`src/rtl/five_bit_deser.sv`:
```
// Framed serial-to-parallel receiver: start bit, five data bits LSB first, optional
// even parity (enabled by defining FIVE_BIT_DESER_PARITY_EN), stop bit; valid/ready output.
module five_bit_deser (
    input  logic       clock,
    input  logic       Reset,
    input  logic       sin,
    input  logic       sin_en,
    input  logic       word_ready,
    output logic [4:0] word,
    output logic       word_valid,
    output logic       frame_err,
    output logic       overrun,
    output logic       busy
);

`ifdef FIVE_BIT_DESER_PARITY_EN
    typedef enum logic [2:0] {
        IDLE = 3'd0,
        DATA = 3'd1,
        PAR  = 3'd2,
        STOP = 3'd3,
        HOLD = 3'd4
    } state_t;
`else
    typedef enum logic [2:0] {
        IDLE = 3'd0,
        DATA = 3'd1,
        STOP = 3'd3,
        HOLD = 3'd4
    } state_t;
`endif

    state_t     state_q, state_d;
    logic [2:0] cnt_q, cnt_d;
    logic [4:0] shreg_q, shreg_d;
    logic [4:0] word_q, word_d;
    logic       err_q, err_d;
    logic       ovr_q, ovr_d;
    logic       start;

    assign start = sin_en & ~sin;

    // NOTE: every next-state value gets a default first, so no path through the case infers a latch.
    always_comb begin
        state_d = state_q;
        cnt_d   = cnt_q;
        shreg_d = shreg_q;
        word_d  = word_q;
        err_d   = 1'b0;
        ovr_d   = 1'b0;
        case (state_q)
            IDLE: begin
                if (start) begin
                    state_d = DATA;
                    cnt_d   = 3'd0;
                end
            end
            DATA: begin
                if (sin_en) begin
                    shreg_d = {sin, shreg_q[4:1]};
                    cnt_d   = cnt_q + 3'd1;
                    if (cnt_q == 3'd4) begin
`ifdef FIVE_BIT_DESER_PARITY_EN
                        state_d = PAR;
`else
                        state_d = STOP;
`endif
                    end
                end
            end
`ifdef FIVE_BIT_DESER_PARITY_EN
            PAR: begin
                if (sin_en) begin
                    if (sin == ^shreg_q) begin
                        state_d = STOP;
                    end else begin
                        err_d   = 1'b1;
                        state_d = IDLE;
                    end
                end
            end
`endif
            STOP: begin
                if (sin_en) begin
                    if (sin) begin
                        word_d  = shreg_q;
                        state_d = HOLD;
                    end else begin
                        err_d   = 1'b1;
                        state_d = IDLE;
                    end
                end
            end
            HOLD: begin
                // A start bit coinciding with the transfer begins the next frame at once.
                if (word_ready) begin
                    if (start) begin
                        state_d = DATA;
                        cnt_d   = 3'd0;
                    end else begin
                        state_d = IDLE;
                    end
                end else if (start) begin
                    ovr_d = 1'b1;
                end
            end
            default: state_d = IDLE;
        endcase
    end

    // NOTE: state is updated with non-blocking assignments so every register samples pre-edge values.
    always_ff @(posedge clock or posedge Reset) begin
        if (Reset) begin
            state_q <= IDLE;
            cnt_q   <= 3'd0;
            shreg_q <= 5'd0;
            word_q  <= 5'd0;
            err_q   <= 1'b0;
            ovr_q   <= 1'b0;
        end else begin
            state_q <= state_d;
            cnt_q   <= cnt_d;
            shreg_q <= shreg_d;
            word_q  <= word_d;
            err_q   <= err_d;
            ovr_q   <= ovr_d;
        end
    end

    assign word       = word_q;
    assign word_valid = (state_q == HOLD);
    assign frame_err  = err_q;
    assign overrun    = ovr_q;
`ifdef FIVE_BIT_DESER_PARITY_EN
    assign busy       = (state_q == DATA) || (state_q == PAR) || (state_q == STOP);
`else
    assign busy       = (state_q == DATA) || (state_q == STOP);
`endif

endmodule

```
`config.mk`:
```
export PLATFORM = sky130hd
export DESIGN_NAME = five_bit_deser
export DESIGN_NICKNAME = d
export VERILOG_FILES = /design/src/rtl/five_bit_deser.sv
export SDC_FILE = /design/constraint.sdc
export NUM_CORES = 1
export LEC_CHECK = 0
export ABC_AREA = 1
export CAP_MARGIN = 5
export CORE_ASPECT_RATIO = 0.8
export CORE_MARGIN = 2
export CORE_UTILIZATION = 45
export CTS_CLUSTER_DIAMETER = 40
export DETAILED_ROUTE_END_ITERATION = 10
export PLACE_DENSITY = 0.8
export SLEW_MARGIN = 20
export SYNTH_ARGS = -nofsm -noshare
export SYNTH_HDL_FRONTEND = slang
export SYNTH_SLANG_ARGS = --single-unit
```
`constraint.sdc`:
```
create_clock -name clock -period 3.55 [get_ports clock]
set_clock_uncertainty 0.1 [all_clocks]
set_input_delay 0.5325 -clock clock [delete_from_list [all_inputs] [get_ports clock]]
set_output_delay 0.5325 -clock clock [all_outputs]
set_load 0.05 [all_outputs]
```
==> flow_summary.yaml, run 1 <==
# synthesis and place-and-route metrics
timing:
  fmax_mhz: 408.2
  max_slew.worst_pin.slew_ns: 0.6831
  setup_viol: 0
  final.period_utilization_pct: 69.02
  finalMaxSlewViolations: 0
  finalHoldViolations: 0
  slew_headroom_pct: 54.41
  setup_slack_ns: 1.100
job:
  drv_cap: 0
drt:
  first_iter_violations: 10
  drt-pass1-iter-count: 4
  postRouteAntennaNets: 0
  num_vias: 651
  wl_met1_um: 802
  drt-vias-per-instance: 4.787
yosys:
  ys_seq_elements: 18
  ys_async_sr_fraction_pct: 100.0
  netlist_top_cells_count: "20 x nand2_1, 18 x dfrtp_1, 12 x inv_1, 8 x nand3_1"
  yosys.area_share.adder_pct: 2.853
  yosys.stat.seqShare_pct: 51.36
  ff_type: "dfrtp_1"
  simple_gate_share_pct: 27.53
  synth_warnings: 0
  aoi_share_pct: 10.13
  edf_count: 0
  muxShareOfSynthArea_pct: 0
  synth_area_um2: 877.1
  topCombFamilyByArea: "simple AND/OR/NAND/NOR gates"
  ys_types: 21
cells_and_area:
  clkCellAreaFrac_pct: 2.158
  num-nonclk-inverters: 14
  postLayoutCellArea_um2: 1044
  fillers: 168
  combGateArea_um2: 355.3
  logic_gate_count: 64
  seq_share_pct: 43.17
  buf_share_pct: 12.47
  lay_top_count: "nand2_1"
  stdcell_count: 136
  synthToLayoutAreaGrowth_pct: 18.97
  comb_share_pct: 34.05
power:
  irDropWorstVdd_v: 0.0004529
  p_leak_nw: 0.5113
  p_comb_share_pct: 51.9
  combinationalPower_uw: 456
  power_frac_seq_pct: 36.9
  p_total_uw: 878.6
  seq_power_uw: 324
critical_path:
  critical_path.max_stage_delay_ns: 0.83
  timing.critical_path.buf_inv: 1
  r2r_start: "state_q[0]"
  critical_path_required_ns: 2.92
  critPathLaunchType: "flop"
  cp-startpoint: "state_q[2]"
  r2r_end: "word[4]"
  crit_family: "buffers and inverters"
  cp_cell_sequence: "nor3b_1 > clkdlybuf4s50_1"
  cp.arrival_ns: 1.82
cts:
  clk_latency_ns: 0.29
  cts_buffers: 3
  cts_root_buffer: "clkbuf_4"
  htreeDepth: 1
  clk_pin_slew_ns: 0.10
  hold_buffers: 0
placed_design:
  placedCellCount: 133
  preCtsSetupSlack_ns: 1.433
  gp_congestion: 0.7714
  hpwlAfterDp_um: 1206
  io_buffers: 13
worst_hold_path:
  holdCritStartpoint: "shreg_q[2]"
  worst_hold_path.num_cells: 2
run_status:
  status: "complete, no violations"
floorplanning:
  ios: 14
  n_tap_cell: 24
  chip_area_um2: 2320
  fp_util_pct: 47.24
  die.size.y_um: 43.49
global_route:
  grt_max_degree: 19
  grt_pass1_vias: 608
  grt_pass1_wl_um: 2711
  grt_overflow: 0
run_1/cell_classes.png
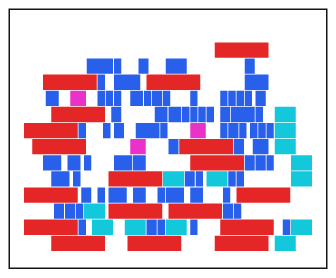
cyan -> other buffers and delay cells  # cells 13, share of their area 13%
magenta -> cells driving clock nets  # cells 3, share of their area 2.2%
red -> flip-flops  # cells 18, share of their area 44%
blue -> all other logic  # cells 78, share of their area 40%

run_1/pins.png
Pins as bars across the die edge, other pins in grey.
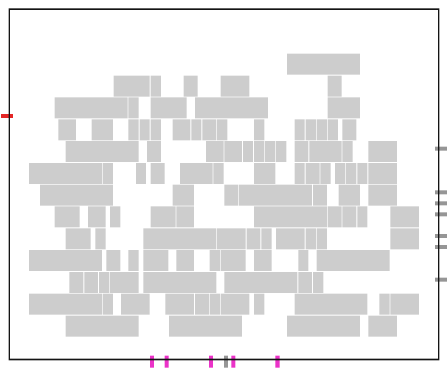
red -> clock  # pins 1, direction input, edge left
magenta -> word  # pins 5, direction output, edge bottom

run_1/final_congestion.png
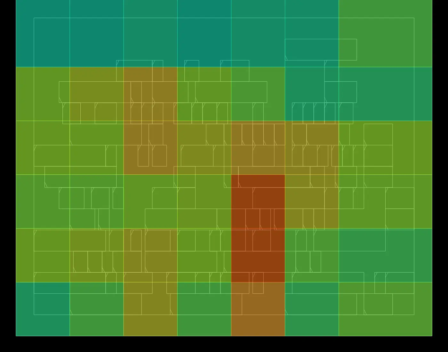
met1 Use GR: 20.90%
Global Route met3 Usage: 6.207%
Top Usage Layer GRT: met2
Final Core Density: 56.20%
GRT Util Overall: 16.56%

run_1/clock_map.png
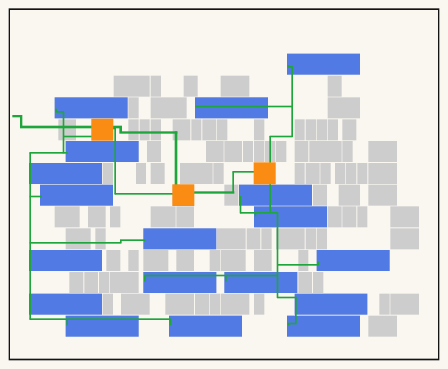
blue -> flip-flops  # count 18
green -> clock wires  # length 214 µm
orange -> cells driving clock nets  # count 3
routed clock nets = 4

--- run 2 (diff from run 1) ---
Settings changed: PLACE_DENSITY 0.8 to 0.83.
Clock period 3.55 ns to 2.15 ns, I/O delays scaled along.
run_2/final_congestion.png
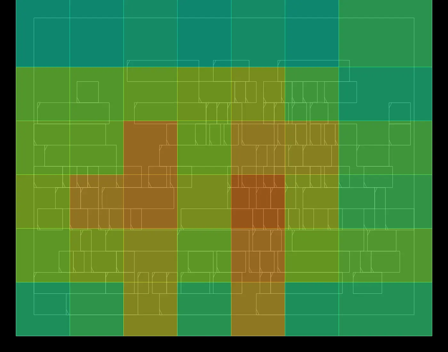
Final Core Density: 55.93%
grt met2 use: 22.96%
GRT Util Overall: 15.79%

run_2/cell_classes.png
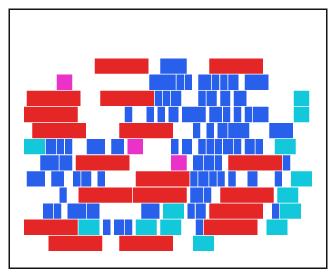
cyan -> other buffers and delay cells  # cells 13, share of their area 12%
magenta -> cells driving clock nets  # cells 3, share of their area 2.2%
red -> flip-flops  # cells 18, share of their area 45%
blue -> all other logic  # cells 78, share of their area 41%

==> run 2 against run 1 <==
Against the previous run:
- combinational power rose by 62%
- setup slack got worse by 0.82 ns
- routed wire length down 4.2%
- utilization is 0.27 points lower
- area after synthesis is the same
- synthesized cell count is the same
- cell count unchanged
- largest power group unchanged
==> flow_summary.yaml, run 2 <==
# synthesis and place-and-route metrics
cts:
  htreeDepth: 1
  clk_latency_ns: 0.29
  cts_setup_buffers: 0
  cts_buffers: 3
  hold_buffers: 0
  clk_pin_slew_ns: 0.10
  cts_root_buffer: "clkbuf_4"
yosys:
  ys_types: 21
  synth_area_um2: 877.1
  area_leaders: "dfrtp_1 51%, nand2_1 8.6%, inv_1 5.1%"
  ff_type: "dfrtp_1"
  simple_gate_share_pct: 27.53
  aoi_share_pct: 10.13
  topCombFamilyByArea: "simple AND/OR/NAND/NOR gates"
  top_area_cell: "dfrtp_1"
  synth_warnings: 0
  muxShareOfSynthArea_pct: 0
  ys_cells: 98
  fp_nets: 105
  top_area_share_pct: 51.36
  yosys.stat.seqShare_pct: 51.36
  yosys.area_share.adder_pct: 2.853
  synthCells: 98
  ys_sh_xor_pct: 0
  avgSynthCellArea_um2: 8.950
  netlist_top_cells_count: "20 x nand2_1, 18 x dfrtp_1, 12 x inv_1, 8 x nand3_1"
  ys_seq_elements: 18
  ys_async_sr_fraction_pct: 100.0
  edf_count: 0
power:
  switching_share_pct: 46.80
  p_leak_nw: 0.5141
  power_frac_clock_pct: 11.2
  p_comb_share_pct: 51.4
  combinationalPower_uw: 741
  pg_clk_uw: 162
  power.density_nw_per_um2: 1389
  irDropWorstVdd_v: 0.0007505
  p_int_uw: 767.1
  power_frac_seq_pct: 37.4
  p_total_mw: 1.442
  seq_power_uw: 539
floorplanning:
  ios: 14
  chip_area_um2: 2320
  fp_util_pct: 47.24
  n_tap_cell: 24
  coreArea_um2: 1857
  fp-row-count: 14
  die.size.y_um: 43.49
cells_and_area:
  synthToLayoutAreaGrowth_pct: 18.40
  num-nonclk-inverters: 14
  logic_gate_count: 64
  postLayoutCellArea_um2: 1039
  lay_top_cells: "20 x nand2_1, 18 x dfrtp_1, 12 x inv_1"
  clock_buffers: 3
  drive_above_1_share_pct: 20.54
  n_antenna_cell: 0
  lay_top_count: "nand2_1"
  flops: 18
  seq_share_pct: 43.37
  stdcell_count: 136
  comb_share_pct: 34.22
  combGateArea_um2: 355.3
  fillers: 185
  clkCellAreaFrac_pct: 2.169
  buf_share_pct: 12.05
timing:
  fmax_mhz: 534.9
  setup_slack_ns: 0.2804
  max_slew.worst_pin.slew_ns: 0.6627
  setup_viol: 0
  finalSetupTns_ns: 0
  final.period_utilization_pct: 86.96
  finalHoldViolations: 0
  rsz0062_at_grt: "false"
  finalMaxSlewViolations: 0
  slew_headroom_pct: 55.77
job:
  warning_count: 27
  drv_cap: 0
critical_path:
  cp_cell_sequence: "clkdlybuf4s50_1"
  crit_path_top_delay_cell: "clkdlybuf4s50_1"
  cp.arrival_ns: 1.45
  critical_path_required_ns: 1.73
  timing.critical_path.buf_inv: 1
  cp-startpoint: "word[1]"
  critical_path.max_stage_delay_ns: 0.80
  crit_cells: 1
  r2r_end: "word[2]"
  critPathLaunchType: "flop"
  crit_family: "buffers and inverters"
  r2r_start: "state_q[1]"
drt:
  drt-pass1-iter-count: 4
  postRouteAntennaNets: 0
  first_iter_violations: 27
  drt-vias-per-instance: 4.882
  highest_layer: "met4"
  num_vias: 664
  wl_met2_um: 666
  drcViolationCount: 0
  wl_per_cell_um: 11.27
  wl_met1_um: 741
placed_design:
  gp_congestion: 0.8343
  placedCellCount: 133
  hpwlAfterDp_um: 1135
  preCtsSetupSlack_ns: 0.3594
  io_buffers: 13
  placed_area_um2: 1016
run_status:
  status: "complete, no violations"
global_route:
  grt_pass1_wl_um: 2566
  gr-max-usage-layer: "met2"
  grt_pass1_vias: 578
  grt_max_degree: 19
  grt_overflow: 0
  groute.layer.met1.usage_pct: 21.95
  met3_usage_pct: 5.172
No activity file was given, so power comes from the tool's default toggle rates.
